--- src/rtl/xadrez_pkg.sv ---
// Shared board constants, FSM encoding and square indexing for the move sequencer.
// MAPA_OCUPACAO_EN enables the occupancy-map checks that use casa_index.
package xadrez_pkg;

    localparam int COORD_W = 4;

    typedef logic [COORD_W-1:0] coord_t;

    localparam coord_t LINHA_MIN  = 4'd1;
    localparam coord_t LINHA_MAX  = 4'd8;
    localparam coord_t COLUNA_MIN = 4'd1;
    localparam coord_t COLUNA_MAX = 4'd8;

    localparam logic [2:0] OCIOSO      = 3'd0;
    localparam logic [2:0] PEDE_ORIG   = 3'd1;
    localparam logic [2:0] ESPERA_ORIG = 3'd2;
    localparam logic [2:0] PEDE_DEST   = 3'd3;
    localparam logic [2:0] ESPERA_DEST = 3'd4;
    localparam logic [2:0] PRONTO      = 3'd5;
    localparam logic [2:0] ERRO        = 3'd6;

    // Only meaningful for in-range squares (1..8 on both axes).
    function automatic logic [5:0] casa_index(input coord_t l, input coord_t c);
        coord_t lm;
        coord_t cm;
        lm = l - 4'd1;
        cm = c - 4'd1;
        return {lm[2:0], cm[2:0]};
    endfunction

endpackage

--- src/rtl/controle_gerador_jogadas_if.sv ---
// Bundle between sequencer, move generator and game FSM.
// MAPA_OCUPACAO_EN adds the ocupacao board map.
interface controle_gerador_jogadas_if;
    import xadrez_pkg::*;

    logic        iniciar;
    logic        aceito;
    coord_t      linha;
    coord_t      coluna;
`ifdef MAPA_OCUPACAO_EN
    logic [63:0] ocupacao;
`endif
    logic        novaJogada;
    coord_t      origem_linha;
    coord_t      origem_coluna;
    coord_t      destino_linha;
    coord_t      destino_coluna;
    logic        valido;
    logic        erro;
    logic        ocupado;
    logic [7:0]  tentativas;

    modport master (
        input  iniciar, aceito, linha, coluna,
`ifdef MAPA_OCUPACAO_EN
        input  ocupacao,
`endif
        output novaJogada, origem_linha, origem_coluna,
        output destino_linha, destino_coluna,
        output valido, erro, ocupado, tentativas
    );

    modport slave (
        output iniciar, aceito, linha, coluna,
`ifdef MAPA_OCUPACAO_EN
        output ocupacao,
`endif
        input  novaJogada, origem_linha, origem_coluna,
        input  destino_linha, destino_coluna,
        input  valido, erro, ocupado, tentativas
    );

endinterface

--- src/rtl/controle_gerador_jogadas_validador.sv ---
// Combinational legality check of one generated square.
// MAPA_OCUPACAO_EN adds the own-piece / empty-target rule.
module validador_casa
    import xadrez_pkg::*;
(
    input  coord_t      linha,
    input  coord_t      coluna,
    input  coord_t      origem_linha,
    input  coord_t      origem_coluna,
    input  logic        fase,
`ifdef MAPA_OCUPACAO_EN
    input  logic [63:0] ocupacao,
`endif
    output logic        legal
);

    logic na_faixa;
    logic repetida;
    logic mapa_ok;

    always_comb begin
        na_faixa = (linha >= LINHA_MIN) && (linha <= LINHA_MAX) &&
                   (coluna >= COLUNA_MIN) && (coluna <= COLUNA_MAX);
        repetida = fase && (linha == origem_linha) &&
                   (coluna == origem_coluna);
`ifdef MAPA_OCUPACAO_EN
        // fase=0: origin needs own piece; fase=1: target must be empty
        mapa_ok = ocupacao[casa_index(linha, coluna)] ^ fase;
`else
        mapa_ok = 1'b1;
`endif
        legal = na_faixa && !repetida && mapa_ok;
    end

endmodule

--- src/rtl/controle_gerador_jogadas.sv ---
// Drives the random move generator, filters illegal squares and hands out moves.
// MAPA_OCUPACAO_EN adds occupancy-map filtering through validador_casa.
module controle_gerador_jogadas
    import xadrez_pkg::*;
#(
    parameter int LATENCIA_GERADOR = 1,
    parameter int MAX_TENTATIVAS   = 16
) (
    input  logic clock,
    input  logic reset_n,
    controle_gerador_jogadas_if.master bus
);

    localparam logic [15:0] ESPERA_INI = 16'(LATENCIA_GERADOR - 1);
    localparam logic [7:0]  MAX_T      = 8'(MAX_TENTATIVAS);

    logic [2:0]  estado;
    logic [15:0] espera;
    logic [7:0]  tentativas_q;
    coord_t      ol;
    coord_t      oc;
    coord_t      dl;
    coord_t      dc;
    logic        legal;
    logic        fim_espera;
    logic        esgotado;

    validador_casa u_validador (
        .linha         (bus.linha),
        .coluna        (bus.coluna),
        .origem_linha  (ol),
        .origem_coluna (oc),
        .fase          (estado == ESPERA_DEST),
`ifdef MAPA_OCUPACAO_EN
        .ocupacao      (bus.ocupacao),
`endif
        .legal         (legal)
    );

    assign fim_espera = (espera == 16'd0);
    assign esgotado   = (tentativas_q == MAX_T);

    always_ff @(posedge clock or negedge reset_n) begin
        if (!reset_n) begin
            estado       <= OCIOSO;
            espera       <= 16'd0;
            tentativas_q <= 8'd0;
            ol           <= '0;
            oc           <= '0;
            dl           <= '0;
            dc           <= '0;
        end else begin
            unique case (estado)
                OCIOSO: begin
                    if (bus.iniciar) begin
                        estado       <= PEDE_ORIG;
                        tentativas_q <= 8'd0;
                        ol           <= '0;
                        oc           <= '0;
                        dl           <= '0;
                        dc           <= '0;
                    end
                end
                PEDE_ORIG, PEDE_DEST: begin
                    if (tentativas_q != 8'hFF)
                        tentativas_q <= tentativas_q + 8'd1;
                    espera <= ESPERA_INI;
                    estado <= (estado == PEDE_ORIG) ? ESPERA_ORIG
                                                    : ESPERA_DEST;
                end
                ESPERA_ORIG, ESPERA_DEST: begin
                    if (!fim_espera) begin
                        espera <= espera - 16'd1;
                    end else if (legal) begin
                        if (estado == ESPERA_ORIG) begin
                            ol     <= bus.linha;
                            oc     <= bus.coluna;
                            estado <= PEDE_DEST;
                        end else begin
                            dl     <= bus.linha;
                            dc     <= bus.coluna;
                            estado <= PRONTO;
                        end
                    end else if (esgotado) begin
                        estado <= ERRO;
                    end else begin
                        estado <= (estado == ESPERA_ORIG) ? PEDE_ORIG
                                                          : PEDE_DEST;
                    end
                end
                PRONTO: begin
                    if (bus.aceito)
                        estado <= OCIOSO;
                end
                ERRO:    estado <= OCIOSO;
                default: estado <= OCIOSO;
            endcase
        end
    end

    // Decoded from the state so reset removes the request at once
    assign bus.novaJogada     = (estado == PEDE_ORIG) || (estado == PEDE_DEST);
    assign bus.valido         = (estado == PRONTO);
    assign bus.erro           = (estado == ERRO);
    assign bus.ocupado        = (estado != OCIOSO);
    assign bus.tentativas     = tentativas_q;
    assign bus.origem_linha   = ol;
    assign bus.origem_coluna  = oc;
    assign bus.destino_linha  = dl;
    assign bus.destino_coluna = dc;

endmodule

--- src/flat_wrapper.sv ---
// flat-port wrapper written by rule: the top's interface ports become plain ports
module controle_gerador_jogadas_flat import xadrez_pkg::*;
#(
    parameter int LATENCIA_GERADOR = 1,
    parameter int MAX_TENTATIVAS   = 16
)
  (clock, reset_n, bus_iniciar, bus_aceito, bus_linha, bus_coluna, bus_novaJogada, bus_origem_linha, bus_origem_coluna, bus_destino_linha, bus_destino_coluna, bus_valido, bus_erro, bus_ocupado, bus_tentativas);
  controle_gerador_jogadas_if bus_i ();
  input  logic clock;
  input  logic reset_n;
  input wire logic [$bits(bus_i.iniciar)-1:0] bus_iniciar;
  input wire logic [$bits(bus_i.aceito)-1:0] bus_aceito;
  input wire logic [$bits(bus_i.linha)-1:0] bus_linha;
  input wire logic [$bits(bus_i.coluna)-1:0] bus_coluna;
  output wire logic [$bits(bus_i.novaJogada)-1:0] bus_novaJogada;
  output wire logic [$bits(bus_i.origem_linha)-1:0] bus_origem_linha;
  output wire logic [$bits(bus_i.origem_coluna)-1:0] bus_origem_coluna;
  output wire logic [$bits(bus_i.destino_linha)-1:0] bus_destino_linha;
  output wire logic [$bits(bus_i.destino_coluna)-1:0] bus_destino_coluna;
  output wire logic [$bits(bus_i.valido)-1:0] bus_valido;
  output wire logic [$bits(bus_i.erro)-1:0] bus_erro;
  output wire logic [$bits(bus_i.ocupado)-1:0] bus_ocupado;
  output wire logic [$bits(bus_i.tentativas)-1:0] bus_tentativas;
  assign bus_i.iniciar = bus_iniciar;
  assign bus_i.aceito = bus_aceito;
  assign bus_i.linha = bus_linha;
  assign bus_i.coluna = bus_coluna;
  assign bus_novaJogada = bus_i.novaJogada;
  assign bus_origem_linha = bus_i.origem_linha;
  assign bus_origem_coluna = bus_i.origem_coluna;
  assign bus_destino_linha = bus_i.destino_linha;
  assign bus_destino_coluna = bus_i.destino_coluna;
  assign bus_valido = bus_i.valido;
  assign bus_erro = bus_i.erro;
  assign bus_ocupado = bus_i.ocupado;
  assign bus_tentativas = bus_i.tentativas;
  controle_gerador_jogadas #(.LATENCIA_GERADOR(LATENCIA_GERADOR), .MAX_TENTATIVAS(MAX_TENTATIVAS)) u_core (.clock(clock), .reset_n(reset_n), .bus(bus_i));
endmodule
--- config.mk ---
export PLATFORM = sky130hd
export DESIGN_NAME = controle_gerador_jogadas_flat
export DESIGN_NICKNAME = d
export VERILOG_FILES = /design/src/rtl/xadrez_pkg.sv /design/src/rtl/controle_gerador_jogadas_if.sv /design/src/rtl/controle_gerador_jogadas_validador.sv /design/src/rtl/controle_gerador_jogadas.sv /design/src/flat_wrapper.sv
export SDC_FILE = /design/constraint.sdc
export NUM_CORES = 1
export LEC_CHECK = 0
export CAP_MARGIN = 15
export CORE_MARGIN = 2
export CORE_UTILIZATION = 54
export DETAILED_ROUTE_END_ITERATION = 8
export GPL_TIMING_DRIVEN = 0
export HOLD_SLACK_MARGIN = 0.12
export PLACE_DENSITY = 0.8
export SLEW_MARGIN = 25
export SYNTH_ARGS = -nofsm -noshare
export SYNTH_HDL_FRONTEND = slang
export SYNTH_SLANG_ARGS = --single-unit
--- constraint.sdc ---
create_clock -name clock -period 2.95 [get_ports clock]
set_clock_uncertainty 0.05 [all_clocks]
set_input_delay 0.59 -clock clock [delete_from_list [all_inputs] [get_ports clock]]
set_output_delay 0.59 -clock clock [all_outputs]
set_load 0.02 [all_outputs]
Fig. 1: run 1, selected gate families
(4 px per µm)
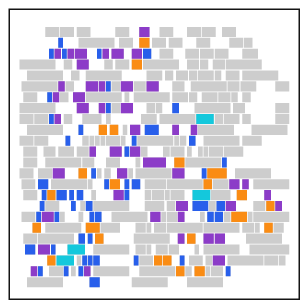
Orange stands for and/or cells, cells 23. Cyan stands for fa/ha/maj cells, cells 4. Blue stands for nand cells, cells 53. Purple stands for aoi and oai cells, cells 46.

Fig. 2: run 1, clock routing
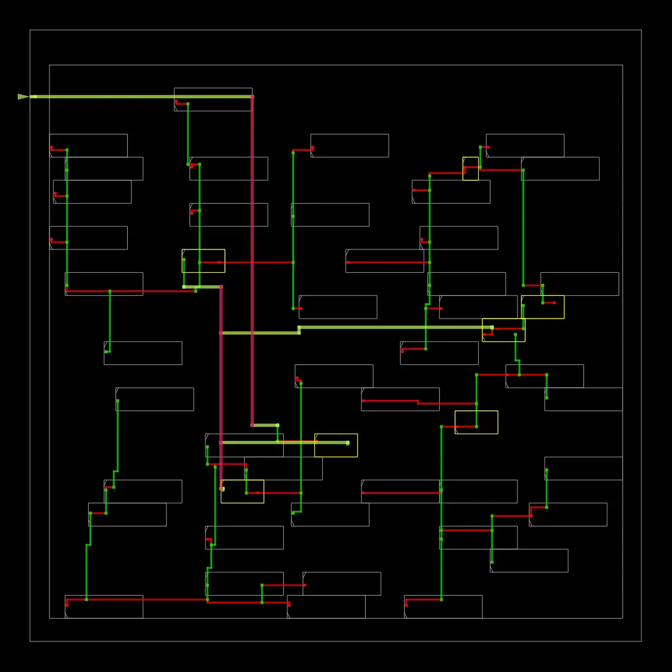
clk pwr: 379 µW
clk_buf instances: 6
Seq cells: 43
clk sink count: 43

Fig. 3: run 1, clock wires, drivers and flops
(6 px per µm)
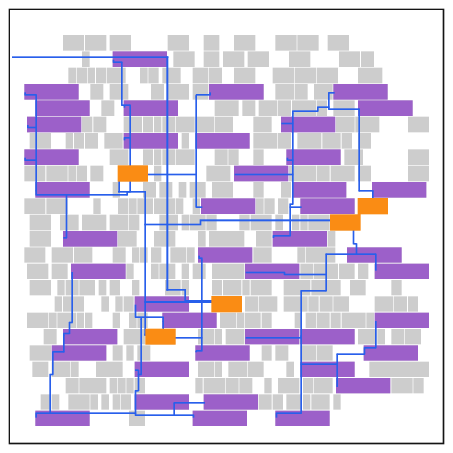
Purple stands for flip-flops, count 43. Blue stands for clock wires, length 553 µm. Orange stands for clock-net drivers, count 5.
Position of the flops: widely spread.

Fig. 4: run 1, signal wires by layer
(4 px per µm) Two of the layers only.
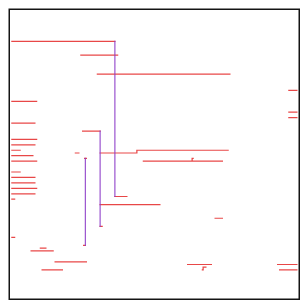
Red stands for M3, wire length 254 µm. Purple stands for M4, wire length 84.3 µm.

==> results.sh, run 1 <==
# implementation run metrics
export IMPL_final_util=0.7035
export IMPL_synth_area_per_cell_um2=9.422
export IMPL_cts_buffers=5
export IMPL_dr_total_vias=2174
export IMPL_h_tree_depth=2
export IMPL_yosys_warnings=0
export IMPL_die_w_um=72.13
export IMPL_grt_use_met1=0.3297
export IMPL_grt_antenna_before_repair=0
export IMPL_powerDensity_mw_per_mm2=812.9
export IMPL_relSlewSlack=0.5937
export IMPL_path_cells="clkbuf_2 -> buf_1 -> nor3_1 -> clkdlybuf4s50_1"
export IMPL_routed_via_density=5.908
export IMPL_hold_violations=0
export IMPL_grt_pass1_vias=2009
export IMPL_syn_instance_count=266
export IMPL_cp_end_kind="primary output"
export IMPL_edf_count=0
export IMPL_path_class="reg -> out"
export IMPL_netlist_top_cells_area="dfrtp_1 (43%), nand2_1 (5.4%), xor2_1 (4.2%)"
export IMPL_busiest_layer="met2"
export IMPL_required_ps=2310
export IMPL_fp_coreArea_mm2=0.004414
export IMPL_ys_area_mm2=0.002506
export IMPL_syn_to_final_growth_pct=23.91
export IMPL_top_area_cell="dfrtp_1"
export IMPL_async_flop_share=1.000
export IMPL_clkTransAtPathRegs_ps=80
export IMPL_finalPower_mw=2.525
export IMPL_overflow=0
export IMPL_r2r_end="u_core.bus.origem_linha[3]"
export IMPL_clk_latency_ps=290
export IMPL_place_inst=358
export IMPL_postSynthSeqShare=0.4294
export IMPL_place_gp_congestion=0.7986
export IMPL_grt_usage=0.2320
export IMPL_ys_seq_elements=43
export IMPL_peakVddDrop_mv=0.5058
export IMPL_slew_violations=0
export IMPL_initCoreUtil=0.5677
export IMPL_status="completed"
export IMPL_antenna_cells=0
export IMPL_wire_per_inst_um=15.15
export IMPL_syn_nets=282
export IMPL_r2r_start="u_core.espera[0]"
export IMPL_fmax_mhz=357.1
export IMPL_cts_path_max_buffers=2
export IMPL_p_leak_nw=1.376
export IMPL_slowest_delay_ps=640
export IMPL_synth_top_area_share=0.4294
export IMPL_tns_ps=0
export IMPL_r2r_setup_slack_ps=250
export IMPL_die_area_mm2=0.005202
export IMPL_dp_slack_ps=-205.8
export IMPL_fin_cells=368
export IMPL_drt_first_pass_iters=4
export IMPL_hold_slack_ps=219.0
export IMPL_final_area_mm2=0.003105
export IMPL_synth_main_ff_cell="dfrtp_1"
export IMPL_drc=0
export IMPL_place_hpwl_um=4004
export IMPL_grtUsageMet3=0.05417
export IMPL_critPathCapture="bus_erro"
export IMPL_grt_setup_unrepaired="no"
export IMPL_clock_root_buffer="clkbuf_8"
export IMPL_yosys_cell_types_count=47
export IMPL_cts_tree="done"
export IMPL_finalClockPeriodUsage=0.9492
export IMPL_nets=332
export IMPL_placed_area_mm2=0.002984
export IMPL_synth_area_mm2=0.002506
export IMPL_drtAntennaViolNets=0
export IMPL_synth_stat_cells=266
export IMPL_startpoint_type="register"
export IMPL_warning_count=28
export IMPL_die_h_um=72.13
export IMPL_io_buffers=39
export IMPL_startpoint="u_core.estado[0]"
export IMPL_nFillCells=328
export IMPL_hp_class="in -> async"
export IMPL_grt_max_degree=23
export IMPL_tightestPinTransition_ps=606.1
export IMPL_crit_path_top_delay_cell="clkdlybuf4s50_1"
export IMPL_num_rows=24
export IMPL_fin_crit_ps=2800
export IMPL_drt_total_wl_um=5574
export IMPL_cap_violations=0
export IMPL_worstPathMaxFanout=10
export IMPL_grt_pass1_wl_um=9418
export IMPL_drive_gt1_frac=0.1171
export IMPL_io_pins=40
export IMPL_worst_r2r_path_depth=8
export IMPL_drtIter0Drc=125
export IMPL_setup_ws_ps=149.9
export IMPL_final_setup_viol_count=0
export IMPL_grt_use_met2=0.3527
export IMPL_crit_arrival_ps=2160
[run 1: power by group]
| part | total, mW | switching [mW] | internal [mW] |
|---|---|---|---|
| logic | 1.30 | 0.725 | 0.578 |
| clock network | 0.379 | 0.195 | 0.184 |
| registers | 0.843 | 0.116 | 0.727 |
| total | 2.52 | 1.04 | 1.49 |
[run 1: Yosys cell counts (7+ instances only)]
cell type	number
nand2_1	36
nand3_1	8
nor3_1	9
dfrtp_1	43
nor2_1	15
clkbuf_1	9
inv_1	7
nor2b_1	16
xor2_1	12
mux2_2	9
a41oi_1	9
o21ai_0	14
[run 1: worst max-delay path: cells and delay by family (launching register included)]
kind	cells	cell delay (ps)
buf+inv	3	1140
simple gates	1	270
flops	1	450
[run 1: layer usage]
layer / part of all wire / up-vias
li1: - / 1067
met1: 0.47 / 1048
met5: 0 / -
met2: 0.47 / 51
met3: 0.046 / 8
met4: 0.015 / 0
[run 1: placed cells by master (no fill, tap or decap), drive strengths merged, types with 2 or more instances in the layout]
cell / instances
dfrtp: 43
clkdlybuf4s50: 38
nand2: 36
nor2b: 16
nor2: 15
o21ai: 15
clkbuf: 14
xor2: 12
nor3: 10
buf: 10
a41oi: 9
mux2: 9
nand3: 9
or4: 7
inv: 6
or3: 6
o31ai: 6
and3: 6
mux2i: 5
o211ai: 5
a21oi: 4
nand3b: 4
ha: 4
o221ai: 3
xnor2: 2
nor4: 2
or2: 2
nand4: 2
clkinv: 2
or4b: 2
[run 1: worst min path at each step]
stage,endpoint,slack (ps),cells past startpoint
floorplan,u_core.bus.destino_coluna[0],240,0
global placement,u_core.espera[6],410,1
detailed placement,u_core.espera[6],420,1
CTS,u_core.estado[1],230,1
global route,u_core.espera[13],240,1
finish,u_core.espera[13],220,1
[run 1: sequential cells by signal, indices dropped and copies added, names as in the netlist]
name	count
u_core.bus.destino_coluna	4
u_core.bus.destino_linha	4
u_core.bus.origem_coluna	4
u_core.bus.origem_linha	4
u_core.bus.tentativas	8
u_core.espera	16
u_core.estado	3
[run 1: kinds of logic (layout without fill, tap and decap cells)]
| group | count (synthesis) | in the layout | synth area share |
|---|---|---|---|
| fa+ha+maj | 4 | 4 | 0.01997 |
| compound gates | 49 | 49 | 0.1443 |
| flops | 43 | 43 | 0.4294 |
| mux | 14 | 14 | 0.06041 |
| buf+inv | 21 | 71 | 0.03544 |
| xor+xnor | 14 | 14 | 0.04893 |
| simple gates | 121 | 121 | 0.2616 |
[run 1: layout make-up]
| type | count | area [µm²] | share of cell area |
|---|---|---|---|
| plain buffers | 12 | 56.30 | 0.01813 |
| clock buffers | 6 | 82.58 | 0.02659 |
| clock inverters | 1 | 5.005 | 0.001612 |
| inverters | 8 | 33.78 | 0.01088 |
| multi-input cells | 202 | 1344 | 0.4327 |
| flip-flops and latches | 43 | 1076 | 0.3465 |
| well taps | 52 | 65.06 | 0.02095 |
| repair buffers | 44 | 442.9 | 0.1426 |
[run 1: timing repair]
item                       CTS  global route
setup buffers                0             4
hold endpoints to repair     0             0
resized                      3             0
setup endpoints to repair    1             1
gates cloned                 0             0
hold buffers                 0             0
Fig. 5: run 1, I/O pins on the die edge
(4 px per µm) Pins as bars across the die edge, other pins in gray.
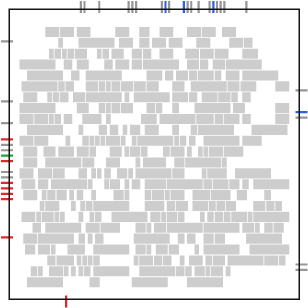

--- run 2 (diff from run 1) ---
REMOVE_ABC_BUFFERS = 1   (was not set)
SYNTH_HIERARCHICAL = 1   (was not set)
Fig. 6: run 2, I/O pins on the die edge
(4 px per µm) Pins as bars across the die edge, other pins in gray.
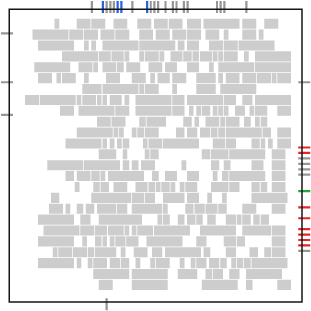
Blue stands for bus_origem_linha, pins 4, direction output, edge top. Red stands for bus_tentativas, pins 8, direction output, edge right. Green stands for bus_erro, pins 1, direction output, edge right.
All pins by edge: 21 top, 15 right, 3 left, 1 bottom.
DIE WIDTH: 72.80 µm
port bufs: 39
die extent in y: 72.80 µm

==> run 2 against run 1 <==
Against the previous run: final area decreased by 0.89%; largest power group unchanged; worst hold slack got worse by 76 ps; synthesized cell count increased by 0.38%; non-clock buffer count decreased by 16; via count decreased by 4.0%; register-to-register slack improved by 150 ps; fmax increased by 0.52%; flip-flop count unchanged.
==> results.sh, run 2 <==
# implementation run metrics
export IMPL_die_area_mm2=0.005300
export IMPL_r2r_end="u_core/bus.destino_linha[1]"
export IMPL_grt_antenna_before_repair=0
export IMPL_syn_instance_count=267
export IMPL_slew_violations=0
export IMPL_ys_seq_elements=43
export IMPL_drc=0
export IMPL_synth_top_area_share=0.4209
export IMPL_dr_wl_met2_um=2508
export IMPL_top_area_cell="dfrtp_1"
export IMPL_highest_layer="met4"
export IMPL_clock_sinks=43
export IMPL_ys_sh_adder=0.01468
export IMPL_worstPathMaxFanout=20
export IMPL_overflow=0
export IMPL_finalClockPeriodUsage=0.9443
export IMPL_grt_max_degree=29
export IMPL_routed_via_density=5.832
export IMPL_warning_count=26
export IMPL_synth_stat_cells=267
export IMPL_drtAntennaViolNets=0
export IMPL_regMostFlops="u_core/espera"
export IMPL_slowest_delay_ps=630
export IMPL_dr_total_vias=2088
export IMPL_grt_setup_unrepaired="no"
export IMPL_status="completed"
export IMPL_r2r_start="u_core/espera[0]"
export IMPL_peakVddDrop_mv=0.3332
export IMPL_grt_usage=0.2164
export IMPL_lay_top_count="dfrtp_1"
export IMPL_ys_area_mm2=0.002556
export IMPL_nFillCells=370
export IMPL_synth_main_ff_cell="dfrtp_1"
export IMPL_top_cell="dfrtp_1"
export IMPL_nets=318
export IMPL_h_tree_depth=2
export IMPL_dp_slack_ps=138.0
export IMPL_setup_ws_ps=164.3
export IMPL_drive_gt1_frac=0.06250
export IMPL_common_cells="dfrtp_1 (43), nand2_1 (38), mux2i_1 (29)"
export IMPL_mostFrequentLayoutCells="dfrtp_1 (43), clkdlybuf4s50_1 (38), nand2_1 (38)"
export IMPL_cap_violations=0
export IMPL_place_hpwl_um=3828
export IMPL_initCoreUtil=0.5522
export IMPL_wirelength_met1_um=2601
export IMPL_final_setup_viol_count=0
export IMPL_path_class="reg -> out"
export IMPL_synth_area_mm2=0.002556
export IMPL_startpoint_type="register"
export IMPL_drt_total_wl_um=5381
export IMPL_antenna_cells=0
export IMPL_placed_area_mm2=0.002958
export IMPL_yosys_warnings=6
export IMPL_yosys_cell_types_count=45
export IMPL_finalPower_mw=2.365
export IMPL_crit_path_top_delay_cell="clkdlybuf4s50_1"
export IMPL_startpoint="u_core/estado[0]"
export IMPL_p_leak_nw=1.395
export IMPL_hold_buffers=0
export IMPL_flop_area_mm2=0.001076
export IMPL_synthAoiAreaFrac=0.09006
export IMPL_postSynthSeqShare=0.4209
export IMPL_hp_class="in -> async"
export IMPL_ys_sh_xor=0.04112
export IMPL_wl_met3_um=212
export IMPL_clock_root_buffer="clkbuf_8"
export IMPL_tns_ps=0
export IMPL_clkTransAtPathRegs_ps=80
export IMPL_relSlewSlack=0.4830
export IMPL_cts_tree="done"
export IMPL_synth_area_per_cell_um2=9.574
export IMPL_drt_first_pass_iters=4
export IMPL_num_rows=25
export IMPL_grt_pass1_vias=1894
export IMPL_path_cells="nand2b_2 -> inv_1 -> clkdlybuf4s50_1"
export IMPL_fin_crit_ps=2786
export IMPL_place_inst=350
export IMPL_post_cts_setup_buffers=0
export IMPL_tightestPinTransition_ps=764.7
export IMPL_fin_cells=358
export IMPL_io_pins=40
export IMPL_syn_to_final_growth_pct=20.41
export IMPL_place_gp_congestion=0.8160
export IMPL_powerDensity_mw_per_mm2=768.3
export IMPL_required_ps=2310
export IMPL_cts_resized=1
export IMPL_final_area_mm2=0.003078
export IMPL_top_logic_kind="simple AND/OR/NAND/NOR gates"
export IMPL_r2r_setup_slack_ps=400
export IMPL_simple_gate_area_frac=0.2653
export IMPL_grt_pass1_wl_um=8921
export IMPL_async_flop_share=1.000
export IMPL_worst_r2r_path_depth=6
export IMPL_fp_coreArea_mm2=0.004629
export IMPL_edf_count=0
export IMPL_comb_area_mm2=0.001344
export IMPL_largest_register_ffs=16
export IMPL_cp_end_kind="primary output"
export IMPL_hold_violations=0
export IMPL_critPathCapture="bus_novaJogada"
export IMPL_ys_sh_mux=0.1136
export IMPL_wire_per_inst_um=15.03
export IMPL_netlist_top_cells_area="dfrtp_1 (42%), mux2i_1 (11%), nand2_1 (5.6%)"
export IMPL_cts_path_max_buffers=2
export IMPL_drtIter0Drc=150
export IMPL_crit_arrival_ps=2150
export IMPL_fmax_mhz=359.0
Fig. 7: run 2, clock routing
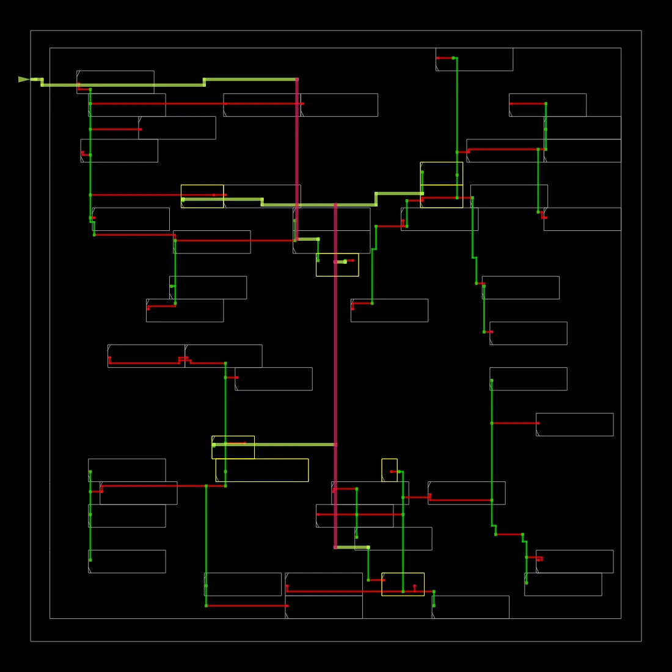
total CTS buffers: 5
Latency at later pin: 300 ps
clk pwr: 480 µW

-- run 2: netlist changes by cell type in the layout (fill, tap and decap cells not counted), moves of 5 or more --
cell	before	now
clkbuf_1	7	0
o21ai_0	14	6
mux2_2	9	0
nor2b_1	16	0
xor2_1	12	1
a21oi_1	4	9
mux2i_1	5	29
o211ai_1	5	0
nand4_1	2	8
a41oi_1	9	0
xnor2_1	2	11
inv_1	6	18
-- run 2: metrics by stage --
step / hold slack, ps / util
2_1_floorplan: 244.4 / -
3_3_place_gp: 435.3 / 0.6357
3_5_place_dp: 438.2 / 0.6389
4_1_cts: 147.1 / 0.6649
5_1_grt: 160.3 / 0.6649
6_report: 142.5 / 0.6649
-- run 2: how the worst min path moves through the flow --
stage / to / cells past startpoint / slack, ps / start
after floorplan: u_core/bus.destino_coluna[0] / 0 / 240 / reset_n
after global placement: u_core/espera[9] / 1 / 440 / u_core/espera[9]
after detailed placement: u_core/espera[9] / 1 / 440 / u_core/espera[9]
after CTS: u_core/bus.tentativas[5] / 1 / 150 / reset_n
after global routing: u_core/bus.tentativas[5] / 1 / 160 / reset_n
final: u_core/bus.tentativas[5] / 1 / 140 / reset_n
-- run 2: routing by layer --
metal	vias up	track usage
met1	1014	0.3055
met2	39	0.3354
li1	1029	-
met4	0	0.06173
met5	-	0
met3	6	0.04834
-- run 2: power by group --
part	switching [mW]	total, mW	internal [mW]
sequential	0.156	0.864	0.707
clock	0.206	0.480	0.274
combinational	0.581	1.02	0.440
-- run 2: worst max-delay path: cells and delay by family (launching register included) --
family / cells / cell delay, ps
flip-flops: 1 / 620
AND/OR/NAND/NOR: 1 / 350
buffers and inverters: 2 / 870
-- run 2: logic make-up after synthesis --
family,after synthesis
simple gates,117
compound gates,34
flops,43
mux,29
buf+inv,29
fa+ha+maj,3
xor+xnor,12
-- run 2: cell type report --
| class | count | area share |
|---|---|---|
| clock buffer | 6 | 0.02683 |
| clock inverter | 2 | 0.01138 |
| inverter | 18 | 0.02195 |
| multi-input combinational | 195 | 0.4366 |
| sequential | 43 | 0.3496 |
| tap | 54 | 0.02195 |
| timing repair buffer | 40 | 0.1317 |
No activity file was given, so power comes from the tool's default toggle rates.
